==> config.mk <==
export PLATFORM = sky130hd
export DESIGN_NAME = mem_store_arbiter
export DESIGN_NICKNAME = d
export VERILOG_FILES = /design/src/rtl/mem_pkg.sv /design/src/rtl/vec_lane_sequencer.sv /design/src/rtl/mem_store_arbiter.sv
export SDC_FILE = /design/constraint.sdc
export NUM_CORES = 1
export LEC_CHECK = 0
export ABC_AREA = 1
export CELL_PAD_IN_SITES_DETAIL_PLACEMENT = 0
export CELL_PAD_IN_SITES_GLOBAL_PLACEMENT = 1
export CORE_MARGIN = 2
export CORE_UTILIZATION = 41
export CTS_CLUSTER_DIAMETER = 200
export DETAILED_ROUTE_END_ITERATION = 16
export PLACE_DENSITY_LB_ADDON = 0.3
export RECOVER_POWER = 25
export SYNTH_ARGS = -nofsm -noshare
export SYNTH_HDL_FRONTEND = slang
export SYNTH_SLANG_ARGS = --single-unit
==> constraint.sdc <==
create_clock -name clk -period 9.4 [get_ports clk]
set_input_delay 0.94 -clock clk [delete_from_list [all_inputs] [get_ports clk]]
set_output_delay 0.94 -clock clk [all_outputs]
set_load 0.01 [all_outputs]
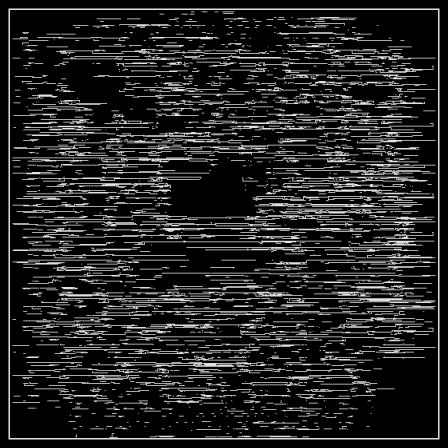
*M1 wires*
share of all routed wire: 41%
longest straight run: 71.3 um
main direction: horizontal
nets with wire on the layer: 1,628
wire length on this layer: 16,100 um
total number of vias: 10,000
Routed WL: 39,310 um
met1 layer usage reported by global route: 29.97%

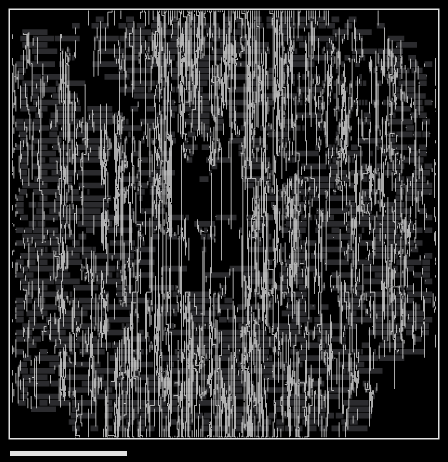
*Metal 2*
Bar = 50 um.
longest straight run: 92.5 um
wire length on this layer: 18,700 um
met2 layer usage reported by global route: 38.02%

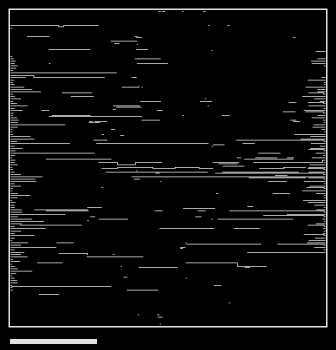
*Metal 3*
Bar = 50 um.
wire length on this layer: 3,080 um
share of all routed wire: 7.8%
met3 global-route usage: 6.186%

==> results.txt <==
The full implementation flow was run.

The area growth from synthesis to final layout stands at 36.99%. The longest incremental delay of any stage on the critical path is reported as 770 ps. The worst slack on hold paths stands at 476.9 ps. Across the routed clock network, the largest skew measured is 18.95 ps. Before CTS, the worst setup slack after placement is 4391 ps. The total net switching power stands at 0.0007514 W. Per the GRT congestion report, total overflow comes to 0. The maximum number of pins on one net before global-route repair stands at 146. The share of cell area taken by muxes after synthesis stands at 0%. The most used flip-flop cell after synthesis is sky130_fd_sc_hd__edfxtp_1.

The stage-log warning count stands at 30. Routability-driven placement finished with a final weighted congestion of 0.7932. The initial antenna violation count stands at 12. TritonCTS built the clock tree. The row count stands at 65.

The remaining design rule violation count stands at 0. The post-synthesis instance area stands at 13,010 sq um. According to the floorplan report, the die height is 182.1 um. The setup slack of the most critical reg-to-reg path stands at 4970 ps. The total power after layout stands at 0.003239 W.

The buffer_ports step reported a buffer count of 345. The worst path setup slack after routing stands at 4341 ps. The share of power burned in registers stands at 49.4%.

The clock sink count stands at 312. The run finished with clean final reports. At the end of the flow, the number of nets in the layout was 1,800.

The global-route usage over all layers stands at 23.38%. Per Yosys stat, the portion of area used by sequential elements is 68.94%. Of all cell types, the one taking the most synthesized area is sky130_fd_sc_hd__edfxtp_1. The script computed the net switching share of total power as 23.20%. The share of the core area taken by cells at floorplan is 41.44%. Per the synthesis report, the simple-gate share of the synthesized area is 13.82%. The timing report notes that buffer and inverter cells on the critical path total 4.

The die is 182.1 um wide. The maximum net fanout on the critical path stands at 145.
## layer usage
| layer | GRT usage, % | share of wire [%] | up-vias |
|---|---|---|---|
| met1 | 29.97 | 41 | 4741 |
| met2 | 38.02 | 48 | 361 |
| met3 | 6.186 | 7.8 | 80 |
| met5 | 0 | 0.20 | - |
| li1 | - | - | 4806 |
| met4 | 9.323 | 3.4 | 12 |
## placed cells by master, fill, tap and decap left out, types with 7 or more instances in the layout
cell / n
sky130_fd_sc_hd__o211ai_1: 10
sky130_fd_sc_hd__dfxtp_1: 39
sky130_fd_sc_hd__buf_4: 10
sky130_fd_sc_hd__edfxtp_1: 272
sky130_fd_sc_hd__clkinv_1: 8
sky130_fd_sc_hd__inv_1: 44
sky130_fd_sc_hd__clkbuf_16: 37
sky130_fd_sc_hd__a21oi_1: 54
sky130_fd_sc_hd__nand2_1: 155
sky130_fd_sc_hd__o22ai_1: 60
sky130_fd_sc_hd__clkdlybuf4s50_1: 190
sky130_fd_sc_hd__nand3_1: 65
sky130_fd_sc_hd__nor2_1: 161
sky130_fd_sc_hd__dlygate4sd3_1: 155
sky130_fd_sc_hd__o21ai_0: 173
sky130_fd_sc_hd__nand3b_1: 20
sky130_fd_sc_hd__clkbuf_1: 7
sky130_fd_sc_hd__diode_2: 8
sky130_fd_sc_hd__or2_2: 8
## power by group through the flow
stage	clock network (W)	registers, W	logic [W]
global placement	0	0.00163	0.000398
global route	0.00134	0.00160	0.000422
detailed placement	0	0.00163	0.000401
floorplan	0	0.00163	0.000165
finish	0.00125	0.00160	0.000387
CTS	0.00128	0.00160	0.000403
## cell type report
type	instances	area (sq um)
flip-flops and latches	312	8972
repair buffers	355	3528
diodes	8	20.02
fillers	2631	13570
clock inverters	14	75.07
inverters	50	197.7
well taps	402	503.0
multi-input cells	731	3560
clock buffers	45	965.9
No activity file was given, so power comes from the tool's default toggle rates.
